[src/rtl/w_tile_controller.sv]
// Weight-side tile sequencer for the systolic array.
// Per tile: clear the shadow weight buffer, load ROWS rows from weight memory,
// wait for the IF controller to go idle, swap shadow/active buffers, then kick
// the IF pass. The next tile loads while the current one streams.
//
// Optional build macro W_TILE_CTRL_STALL_CNT_EN adds a saturating stall_cnt
// output counting LOAD cycles without w_valid and WAIT_SW cycles without
// if_ready.
//
// state   | meaning
// --------+-----------------------------------------------------------
// IDLE    | waiting for start, ready=1
// CLR     | one-cycle clear of the shadow weight buffer
// LOAD    | popping weight rows while w_valid is high
// WAIT_SW | shadow buffer full, waiting for the IF controller to idle
// SWITCH  | one-cycle swap of shadow and active buffers
// STRT    | one-cycle start of the IF pass on the new active tile
// DRAIN   | last tile issued, waiting for the final IF pass to finish
// FIN     | one-cycle job-complete pulse

module w_tile_controller #(
    parameter int ROWS   = 16,
    parameter int TILE_W = 8,
    localparam int ROW_W = (ROWS > 1) ? $clog2(ROWS) : 1
) (
    input  logic              clk,
    input  logic              rst,
    input  logic              start,
    input  logic [TILE_W-1:0] num_tiles,
    input  logic              w_valid,
    input  logic              if_ready,
    output logic              w_read,
    output logic              clr_w,
    output logic              switch,
    output logic              start_if,
    output logic              ready,
    output logic              done,
    output logic [ROW_W-1:0]  row_idx,
    output logic [TILE_W-1:0] tile_idx
`ifdef W_TILE_CTRL_STALL_CNT_EN
    ,
    output logic [31:0]       stall_cnt
`endif
);

    typedef enum logic [2:0] {
        IDLE    = 3'd0,
        CLR     = 3'd1,
        LOAD    = 3'd2,
        WAIT_SW = 3'd3,
        SWITCH  = 3'd4,
        STRT    = 3'd5,
        DRAIN   = 3'd6,
        FIN     = 3'd7
    } state_t;

    state_t            state;
    state_t            state_nxt;
    logic [TILE_W-1:0] num_tiles_q;
    logic              last_row;
    logic              last_tile;

    // Row and tile counters stop at their last value, so they never wrap.
    assign last_row  = (row_idx == ROW_W'(ROWS - 1));
    assign last_tile = (tile_idx == (num_tiles_q - TILE_W'(1)));

    // State register.
    always_ff @(posedge clk or negedge rst) begin
        if (!rst) begin
            state <= IDLE;
        end else begin
            state <= state_nxt;
        end
    end

    // Next-state and output decode; pulses come straight from the registered state.
    always_comb begin
        state_nxt = state;
        w_read    = 1'b0;
        clr_w     = 1'b0;
        switch    = 1'b0;
        start_if  = 1'b0;
        ready     = 1'b0;
        done      = 1'b0;
        case (state)
            IDLE: begin
                ready = 1'b1;
                if (start) begin
                    state_nxt = (num_tiles == '0) ? FIN : CLR;
                end
            end
            CLR: begin
                clr_w     = 1'b1;
                state_nxt = LOAD;
            end
            LOAD: begin
                w_read = w_valid;
                if (w_valid && last_row) begin
                    state_nxt = WAIT_SW;
                end
            end
            WAIT_SW: begin
                if (if_ready) begin
                    state_nxt = SWITCH;
                end
            end
            SWITCH: begin
                switch    = 1'b1;
                state_nxt = STRT;
            end
            STRT: begin
                // if_ready is deliberately ignored here: it may still read high
                // in the same cycle the IF pass is being kicked.
                start_if  = 1'b1;
                state_nxt = last_tile ? DRAIN : CLR;
            end
            DRAIN: begin
                if (if_ready) begin
                    state_nxt = FIN;
                end
            end
            FIN: begin
                done      = 1'b1;
                state_nxt = IDLE;
            end
            default: begin
                state_nxt = IDLE;
            end
        endcase
    end

    // Job length latch plus row/tile counters.
    always_ff @(posedge clk or negedge rst) begin
        if (!rst) begin
            num_tiles_q <= '0;
            tile_idx    <= '0;
            row_idx     <= '0;
        end else begin
            case (state)
                IDLE: begin
                    if (start) begin
                        num_tiles_q <= num_tiles;
                        tile_idx    <= '0;
                    end
                end
                CLR: begin
                    row_idx <= '0;
                end
                LOAD: begin
                    if (w_valid && !last_row) begin
                        row_idx <= row_idx + ROW_W'(1);
                    end
                end
                STRT: begin
                    if (!last_tile) begin
                        tile_idx <= tile_idx + TILE_W'(1);
                    end
                end
                default: begin
                end
            endcase
        end
    end

`ifdef W_TILE_CTRL_STALL_CNT_EN
    logic stall_evt;

    assign stall_evt = ((state == LOAD) && !w_valid) ||
                       ((state == WAIT_SW) && !if_ready);

    // Saturating stall counter, restarted for every accepted job.
    always_ff @(posedge clk or negedge rst) begin
        if (!rst) begin
            stall_cnt <= '0;
        end else if ((state == IDLE) && start) begin
            stall_cnt <= '0;
        end else if (stall_evt && (stall_cnt != 32'hFFFF_FFFF)) begin
            stall_cnt <= stall_cnt + 32'd1;
        end
    end
`endif

endmodule

[config.mk]
export PLATFORM = sky130hd
export DESIGN_NAME = w_tile_controller
export DESIGN_NICKNAME = d
export VERILOG_FILES = /design/src/rtl/w_tile_controller.sv
export SDC_FILE = /design/constraint.sdc
export NUM_CORES = 1
export LEC_CHECK = 0
export ABC_CLOCK_PERIOD_IN_PS = 3410
export CORE_ASPECT_RATIO = 0.75
export CORE_MARGIN = 8
export CORE_UTILIZATION = 40
export DETAILED_ROUTE_END_ITERATION = 16
export SYNTH_ARGS = -nofsm -noshare
export SYNTH_HDL_FRONTEND = slang
export SYNTH_SLANG_ARGS = --single-unit
[constraint.sdc]
create_clock -name clk -period 3.41 [get_ports clk]
set_clock_uncertainty 0.05 [all_clocks]
set_input_delay 1.023 -clock clk [delete_from_list [all_inputs] [get_ports clk]]
set_output_delay 1.023 -clock clk [all_outputs]
set_load 0.005 [all_outputs]
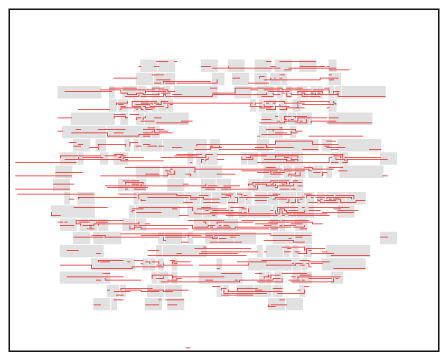
*The metal 1 layer, run 1*
Cells faint in the background.
wire length on this layer: 1,950 um
longest straight run: 30.8 um
nets with wire on the layer: 206
main direction: horizontal

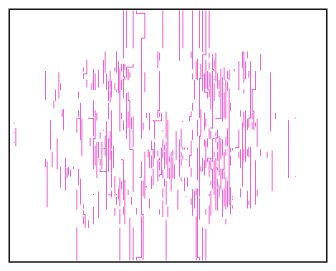
*Signal wires on met2, run 1*
wire length on this layer: 1,830 um
main direction: vertical
nets with wire on the layer: 193

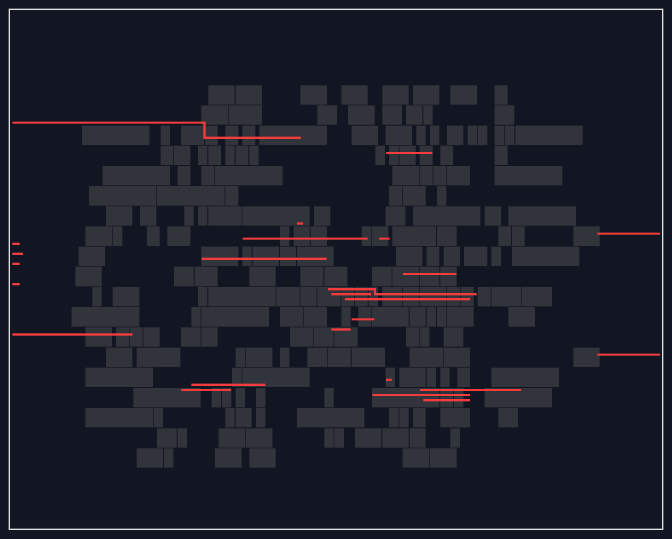
*Signal wires on met3, run 1*
Cells faint in the background.
main direction: horizontal
share of all routed wire: 5.4%
nets with wire on the layer: 20

==> reports/metrics.yaml, run 1 <==
floorplan:
  std_cell_rows: 19
  die_x_um: 87.9
  initCoreUtil_pct: 42.1
  core_area_um2: 3680
  die_area_um2: 6150
worst_setup_path:
  end_kind: "output pin"
  cpPeakStageDelay_ps: 520
  reg2reg_to: "tile_idx[1]"
  worstSetupStartpointType: "input pin"
  crit-reg2reg-launch: "num_tiles_q[0]"
  ff2ff_setup_slack_ps: 700
  number_of_buffers_and_inverters_on_the_critical_path: 2
  worst_setup_path_endpoint: "w_read"
  crit_path_top_delay_cell: "clkdlybuf4s50_1"
  worstSetupStartpoint: "w_valid"
  critPathTopFamily: "buffers and inverters"
global_routing:
  global_route.peak_usage_layer: "met2"
  grt_use_total_pct: 13.8
final_timing:
  shortest_clock_period_the_worst_path_allows_after_layout_ps: 3290
  final-setup-viol-count: 0
  max-slew-margin-rel_pct: 65.7
  worst_slew_pin_slew_ps: 515
  timing.final.max_slew_violations: 0
  grt_setup_unrepaired: "false"
route:
  route.detailed.wl_per_inst_um: 15.5
  detailroute.wirelength.met2_um: 1830
  routedLengthMet1_um: 1950
  dr_total_vias: 1437
  finalWirelength_um: 4040
  via_count_normalized_by_instance_count: 5.53
yosys:
  netlist_logic_family_top: "simple AND/OR/NAND/NOR gates"
  synthTopCellsByArea: "dfrtp_1, nand2_1, xnor2_1"
  synth-edff-count: 0
  combined_area_of_all_synthesized_cells_um2: 1550
  synth_chip_area_um2: 1550
  synth_top_cell_by_count: "nand2_1"
  yosys.area_share.adder_pct: 2.42
  post_synth_ao_oa_area_fraction_pct: 14.5
  syn-mean-instance-area_um2: 8.67
  post_synth_num_cell_types: 45
  synth_top_area_share_pct: 37.1
  ys_seq_elements: 23
final_layout:
  layout_cells_sized_above_1_pct: 7.69
  syn_to_final_growth_pct: 23.7
  area.combinational_um2: 881
  inverter_tally_of_the_final_layout_excluding_the_clock_network: 7
  largest_class: "logic gates"
  final.clkbuf_count: 3
  layout.filler_cells: 370
  clockNetworkAreaShare_pct: 2.54
  num-nets-final: 225
place:
  place_ws_ps: 106
  placed_cells_incl_taps: 256
  gp_congestion: 0.840
  dpl_cell_area_um2: 1870
  port_buffers: 30
power_and_ir_drop:
  power.ir.vdd_worst_v: 0.000296
  dominant_power_group: "combinational cells"
  cell_internal_pwr_mw: 0.830
  p_clk_share_pct: 11.8
  power.density_cell_area_nw_per_um2: 773
  p_total_mw: 1.48
hold_path:
  hp-class: "register to register"
cts:
  tritoncts.num_buffers: 3
  clk-insertion-delay-late_ps: 270
run_status:
  run_status: "completed"
### Sequential cells coloured by netlist name, run 1

Scale bar: 20 um. Other sequential cells in the stronger grey, the rest of the logic in the fainter grey.
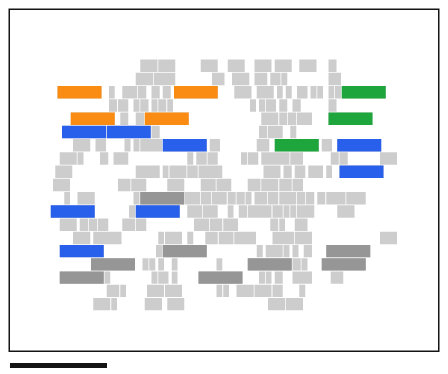

--- run 2 (diff from run 1) ---
--- a/config.mk
+++ b/config.mk
@@ -6,7 +6,7 @@
 export NUM_CORES = 1
 export LEC_CHECK = 0
 export ABC_CLOCK_PERIOD_IN_PS = 3410
-export CORE_ASPECT_RATIO = 0.75
+export CORE_ASPECT_RATIO = 0.7
 export CORE_MARGIN = 8
 export CORE_UTILIZATION = 40
 export DETAILED_ROUTE_END_ITERATION = 16
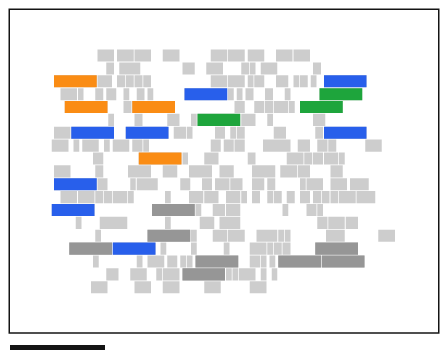
*Sequential cells coloured by netlist name, run 2*
Scale bar: 20 um. Other sequential cells in the stronger grey, the rest of the logic in the fainter grey.
| signal | colour | placed flops |
|---|---|---|
| tile_idx | blue | 8 |
| row_idx | orange | 4 |
| state | green | 3 |

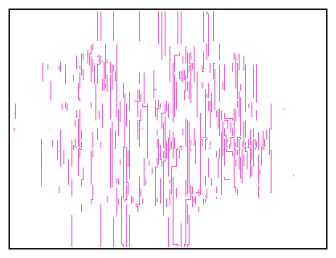
*Signal wires on met2, run 2*
total wire length: 3930 um
GR Util met2: 20.7%
vias: 1,416

==> reports/metrics.yaml, run 2 <==
global_routing:
  global_route.peak_usage_layer: "met2"  # unchanged
  grtUsageMet3_pct: 3.61  # was 3.39%
  grt_overflow_total: 0  # unchanged
  antenna_found_initial: 0  # unchanged
  grt_pass1_wl_um: 6560  # was 6820 um
  grt_start_max_net_pins: 24  # unchanged
  grt_use_total_pct: 13.2  # was 13.8%
worst_setup_path:
  cp.depth: 4  # unchanged
  crit_path_top_delay_cell: "clkdlybuf4s50_1"  # unchanged
  end_kind: "output pin"  # unchanged
  path_common_cell: "clkdlybuf4s50_1"  # unchanged
  worstSetupStartpoint: "w_valid"  # unchanged
  cp_data_arrival_time_ps: 2220  # about the same
  crit-reg2reg-launch: "num_tiles_q[0]"  # unchanged
  worstSetupStartpointType: "input pin"  # unchanged
  cp_max_fo: 2  # unchanged
  cpPeakStageDelay_ps: 520  # about the same
  number_of_buffers_and_inverters_on_the_critical_path: 2  # unchanged
  ff2ff_setup_slack_ps: 740  # was 700 ps
  worst-setup-path-type: "input pin to output pin"  # unchanged
  reg2reg_to: "tile_idx[1]"  # unchanged
  ordered_list_of_cells_on_the_worst_path: "clkdlybuf4s50_1 -> nand2b_1 -> nor2_1 -> clkdlybuf4s50_1"  # unchanged
  worst_setup_path_endpoint: "w_read"  # unchanged
  critPathTopFamily: "buffers and inverters"  # unchanged
place:
  dpl_cell_area_um2: 1860  # was 1870 um2
  port_buffers: 30  # unchanged
  dp_hpwl_um: 3020  # was 3080 um
  place_ws_ps: 102  # was 106 ps
  gp_congestion: 0.826  # was 0.840
  placed_cells_incl_taps: 255  # was 256
yosys:
  ys_seq_elements: 23  # unchanged
  synth_chip_area_um2: 1550  # unchanged
  synth_top_cell_by_count: "nand2_1"  # unchanged
  netlist_logic_family_top: "simple AND/OR/NAND/NOR gates"  # unchanged
  yosys.area_share.adder_pct: 2.42  # unchanged
  post_synth_num_cell_types: 45  # unchanged
  post_synth_ao_oa_area_fraction_pct: 14.5  # unchanged
  ys_top_cells_by_count: "nand2_1, dfrtp_1, nor2_1, nand3_1, o21ai_0"  # unchanged
  synth-warning-count: 0  # unchanged
  postSynth.topFlopCell: "dfrtp_1"  # unchanged
  synth-edff-count: 0  # unchanged
  combined_area_of_all_synthesized_cells_um2: 1550  # unchanged
  synthTopCellsByArea: "dfrtp_1, nand2_1, xnor2_1"  # unchanged
  synth_top_area_share_pct: 37.1  # unchanged
  syn-mean-instance-area_um2: 8.67  # unchanged
  synth.cellmix.xorXnorShare_pct: 7.26  # unchanged
  syn-num-nets: 195  # unchanged
power_and_ir_drop:
  cell_internal_pwr_mw: 0.823  # was 0.830 mW
  combinationalPowerShare_pct: 51.3  # was 51.8%
  power.density_cell_area_nw_per_um2: 768  # was 773 nW/um2
  p_total_mw: 1.47  # was 1.48 mW
  seq_power_share_pct: 36.6  # was 36.4%
  pwr.group.clock_mw: 0.178  # was 0.175 mW
  power_switching_mw: 0.644  # was 0.653 mW
  power.sequential.total_mw: 0.537  # was 0.540 mW
  p_clk_share_pct: 12.2  # was 11.8%
  p_comb_mw: 0.753  # was 0.768 mW
  dominant_power_group: "combinational cells"  # unchanged
  power.ir.vdd_worst_v: 0.000416  # was 0.000296 V
floorplan:
  tap-cell-count: 52  # unchanged
  core_area_um2: 3830  # was 3680 um2
  std_cell_rows: 19  # unchanged
  initCoreUtil_pct: 40.5  # was 42.1%
  die_area_um2: 6160  # was 6150 um2
  die_x_um: 90.4  # was 87.9 um
run:
  warnings: 26  # unchanged
  max_cap_violations: 0  # unchanged
run_status:
  run_status: "completed"  # unchanged
route:
  remaining_drc_errors: 0  # unchanged
  ant_nets: 0  # unchanged
  routedLengthMet1_um: 1990  # was 1950 um
  detailroute.wirelength.met2_um: 1740  # was 1830 um
  met3WireLength_um: 178  # was 219 um
  route.detailed.wl_per_inst_um: 15.2  # was 15.5 um
  via_count_normalized_by_instance_count: 5.47  # was 5.53
final_timing:
  final_critical_path_setup_slack_ps: 116  # was 118 ps
  fin_worst_hold_slack_ps: 494  # was 488 ps
  worst_slew_pin_slew_ps: 508  # was 515 ps
  timing.final.max_slew_violations: 0  # unchanged
  achievable_frequency_mhz: 304  # about the same
  final.setup.tns_ps: 0  # unchanged
  shortest_clock_period_the_worst_path_allows_after_layout_ps: 3290  # about the same
  grt_setup_unrepaired: "false"  # unchanged
  max-slew-margin-rel_pct: 66.2  # was 65.7%
  final-setup-viol-count: 0  # unchanged
cts:
  clk-insertion-delay-late_ps: 270  # about the same
  clkSinkCount: 23  # unchanged
  post_cts_repair_timing_setup_buffer_count: 0  # unchanged
  tritoncts.num_buffers: 3  # unchanged
  ctsLongestPathBuffers: 2  # unchanged
  post_cts_hold_buffer_count: 0  # unchanged
  clock_tree_from_tritoncts: "yes"  # unchanged
  root_buffer: "clkbuf_8"  # unchanged
final_layout:
  non_clk_buf_share_pct: 16.5  # was 16.8%
  final.clkbuf_count: 3  # unchanged
  nonClockBufferCount: 32  # was 33
  syn_to_final_growth_pct: 23.2  # was 23.7%
  num-nets-final: 224  # was 225
  antennaDiodeCount: 0  # unchanged
  clockNetworkAreaShare_pct: 2.55  # was 2.54%
  layout.filler_cells: 374  # was 370
  final_cells: 259  # was 260
  inverter_tally_of_the_final_layout_excluding_the_clock_network: 7  # unchanged
  layout_cells_sized_above_1_pct: 7.25  # was 7.69%
  comb_area_share_pct: 46.1  # was 45.9%
  largest_class: "logic gates"  # unchanged
  area.combinational_um2: 881  # unchanged
hold_path:
  hold_path_depth: 2  # unchanged
  holdCritStartpoint: "num_tiles_q[6]"  # unchanged
  hp-class: "register to register"  # unchanged
  worstHoldEndpoint: "num_tiles_q[6]"  # unchanged
### Congestion heat map, run 2

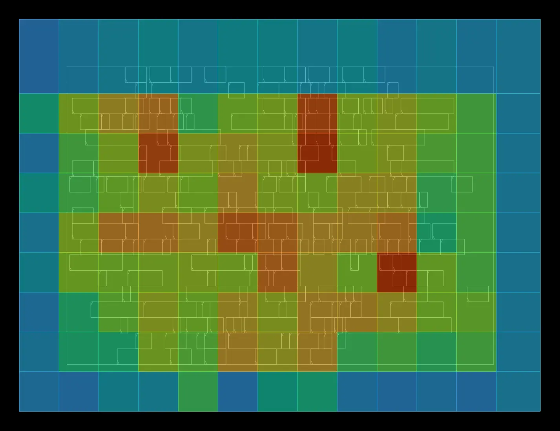

--- run 3 (diff from run 2) ---
--- a/config.mk
+++ b/config.mk
@@ -5,11 +5,11 @@
 export SDC_FILE = /design/constraint.sdc
 export NUM_CORES = 1
 export LEC_CHECK = 0
-export ABC_CLOCK_PERIOD_IN_PS = 3410
+export ABC_CLOCK_PERIOD_IN_PS = 3690
 export CORE_ASPECT_RATIO = 0.7
-export CORE_MARGIN = 8
 export CORE_UTILIZATION = 40
 export DETAILED_ROUTE_END_ITERATION = 16
+export PLACE_DENSITY_LB_ADDON = 0.12
 export SYNTH_ARGS = -nofsm -noshare
 export SYNTH_HDL_FRONTEND = slang
 export SYNTH_SLANG_ARGS = --single-unit
==> constraint.sdc (replaced) <==
create_clock -name clk -period 3.69 [get_ports clk]
set_clock_uncertainty 0.05 [all_clocks]
set_input_delay 1.107 -clock clk [delete_from_list [all_inputs] [get_ports clk]]
set_output_delay 1.107 -clock clk [all_outputs]
set_load 0.005 [all_outputs]
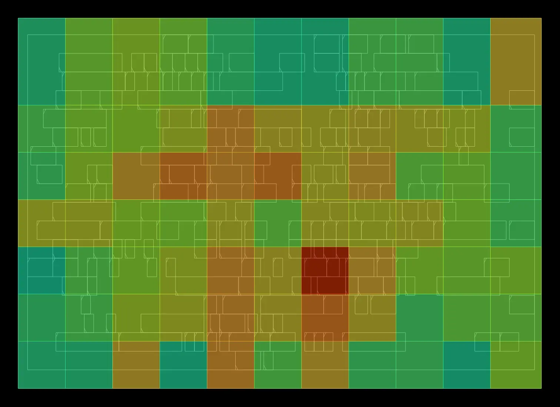
*Congestion heat map, run 3*
total track usage: 19.2%
GR Layer Usage met1: 27.7%
Global Route met3 Usage: 4.92%
global routing's busiest layer: met2
GR Util met2: 29.1%

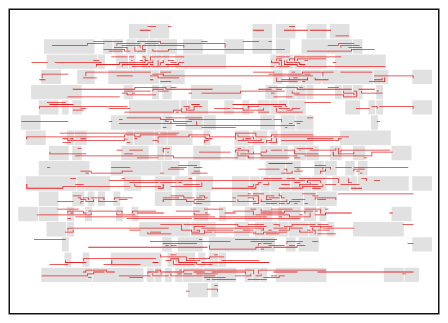
*The metal 1 layer, run 3*
Cells faint in the background.
wire length on this layer: 1,850 um
longest straight run: 35.0 um

==> reports/metrics.yaml, run 3 <==
floorplan:
  core_area_um2: 3630  # was 3830 um2
  die_area_um2: 4140  # was 6160 um2
  die_x_um: 76.4  # was 90.4 um
  initCoreUtil_pct: 42.8  # was 40.5%
  tap-cell-count: 50  # was 52
  std_cell_rows: 18  # was 19
power_and_ir_drop:
  combinationalPowerShare_pct: 50.5  # was 51.3%
  seq_power_share_pct: 37.0  # was 36.6%
  p_comb_mw: 0.679  # was 0.753 mW
  p_clk_share_pct: 12.5  # was 12.2%
  power.ir.vdd_worst_v: 0.000300  # was 0.000416 V
  cell_internal_pwr_mw: 0.760  # was 0.823 mW
  dominant_power_group: "combinational cells"  # unchanged
  pwr.group.clock_mw: 0.168  # was 0.178 mW
  p_total_mw: 1.34  # was 1.47 mW
  power.density_cell_area_nw_per_um2: 704  # was 768 nW/um2
  power.sequential.total_mw: 0.497  # was 0.537 mW
  power_switching_mw: 0.584  # was 0.644 mW
route:
  finalWirelength_um: 3620  # was 3930 um
  route.detailed.wl_per_inst_um: 14.1  # was 15.2 um
  via_count_normalized_by_instance_count: 5.37  # was 5.47
  dr_total_vias: 1380  # was 1,416
  remaining_drc_errors: 0  # unchanged
  detailroute.wirelength.met2_um: 1530  # was 1740 um
  routedLengthMet1_um: 1850  # was 1990 um
  met3WireLength_um: 209  # was 178 um
  ant_nets: 0  # unchanged
  drt_pass1_iterations: 4  # unchanged
cts:
  clkSinkCount: 23  # unchanged
  post_cts_repair_timing_setup_buffer_count: 0  # unchanged
  post_cts_hold_buffer_count: 0  # unchanged
  tritoncts.num_buffers: 3  # unchanged
  root_buffer: "clkbuf_8"  # unchanged
  clock_tree_from_tritoncts: "yes"  # unchanged
  clk-insertion-delay-late_ps: 270  # about the same
  ctsLongestPathBuffers: 2  # unchanged
hold_path:
  holdCritStartpoint: "num_tiles_q[6]"  # unchanged
  hp-class: "register to register"  # unchanged
  worstHoldEndpoint: "num_tiles_q[6]"  # unchanged
  hold_path_depth: 2  # unchanged
worst_setup_path:
  crit-reg2reg-launch: "num_tiles_q[0]"  # unchanged
  crit_path_top_delay_cell: "clkdlybuf4s50_1"  # unchanged
  worst-setup-path-type: "input pin to output pin"  # unchanged
  worst_setup_path_endpoint: "w_read"  # unchanged
  critPathTopFamily: "buffers and inverters"  # unchanged
  worstSetupStartpoint: "w_valid"  # unchanged
  end_kind: "output pin"  # unchanged
  cpPeakStageDelay_ps: 510  # was 520 ps
  number_of_buffers_and_inverters_on_the_critical_path: 2  # unchanged
  ff2ff_setup_slack_ps: 1010  # was 740 ps
  cp_max_fo: 2  # unchanged
  reg2reg_to: "tile_idx[1]"  # unchanged
  cp_data_arrival_time_ps: 2270  # was 2220 ps
  ordered_list_of_cells_on_the_worst_path: "clkdlybuf4s50_1 -> nand2b_1 -> nor2_1 -> clkdlybuf4s50_1"  # unchanged
  path_common_cell: "clkdlybuf4s50_1"  # unchanged
  cp.depth: 4  # unchanged
  worstSetupStartpointType: "input pin"  # unchanged
run:
  warnings: 26  # unchanged
  max_cap_violations: 0  # unchanged
yosys:
  postSynth.topFlopCell: "dfrtp_1"  # unchanged
  ys_seq_elements: 23  # unchanged
  postSynthCellCount: 179  # unchanged
  syn-num-nets: 195  # unchanged
  post_synth_ao_oa_area_fraction_pct: 14.5  # unchanged
  synth_top_area_share_pct: 37.1  # unchanged
  synth_top_cell_by_count: "nand2_1"  # unchanged
  yosys-stat-cells: 179  # unchanged
  synth-warning-count: 0  # unchanged
  syn-mean-instance-area_um2: 8.67  # unchanged
  netlist_logic_family_top: "simple AND/OR/NAND/NOR gates"  # unchanged
  synth-edff-count: 0  # unchanged
  yosys.area_share.adder_pct: 2.42  # unchanged
  combined_area_of_all_synthesized_cells_um2: 1550  # unchanged
  post_synth_num_cell_types: 45  # unchanged
  ys_top_cells_by_count: "nand2_1, dfrtp_1, nor2_1, nand3_1, o21ai_0"  # unchanged
  synth.cellmix.xorXnorShare_pct: 7.26  # unchanged
  synthTopCellsByArea: "dfrtp_1, nand2_1, xnor2_1"  # unchanged
  synth_chip_area_um2: 1550  # unchanged
final_layout:
  nonClockBufferCount: 32  # unchanged
  comb_cells: 141  # unchanged
  final_cells: 257  # was 259
  inverter_tally_of_the_final_layout_excluding_the_clock_network: 7  # unchanged
  num-nets-final: 224  # unchanged
  antennaDiodeCount: 0  # unchanged
  layout_cells_sized_above_1_pct: 7.25  # unchanged
  largest_class: "logic gates"  # unchanged
  clockNetworkAreaShare_pct: 2.56  # was 2.55%
  final.clkbuf_count: 3  # unchanged
  syn_to_final_growth_pct: 23.1  # was 23.2%
  comb_area_share_pct: 46.1  # about the same
  non_clk_buf_share_pct: 16.5  # about the same
  area.combinational_um2: 881  # unchanged
  flop_area_um2: 576  # unchanged
  layout.filler_cells: 338  # was 374
place:
  gp_congestion: 0.878  # was 0.826
  port_buffers: 30  # unchanged
  dpl_cell_area_um2: 1860  # about the same
  placed_cells_incl_taps: 253  # was 255
  place_ws_ps: 264  # was 102 ps
  dp_hpwl_um: 2740  # was 3020 um
final_timing:
  achievable_frequency_mhz: 292
  grt_setup_unrepaired: "false"  # unchanged
  timing.final.max_slew_violations: 0  # unchanged
  final_critical_path_setup_slack_ps: 260  # was 116 ps
  max-slew-margin-rel_pct: 65.3  # was 66.2%
  shortest_clock_period_the_worst_path_allows_after_layout_ps: 3430
  final.setup.tns_ps: 0  # unchanged
  worst_slew_pin_slew_ps: 520  # was 508 ps
  final-setup-viol-count: 0  # unchanged
  fin_worst_hold_slack_ps: 493  # was 494 ps
global_routing:
  grt_pass1_wl_um: 5940  # was 6560 um
  grt_start_max_net_pins: 24  # unchanged
  first_global_vias: 1227  # was 1,335
  antenna_found_initial: 0  # unchanged
  grt_overflow_total: 0  # unchanged
run_status:
  run_status: "completed"  # unchanged
No activity file was given, so power comes from the tool's default toggle rates.
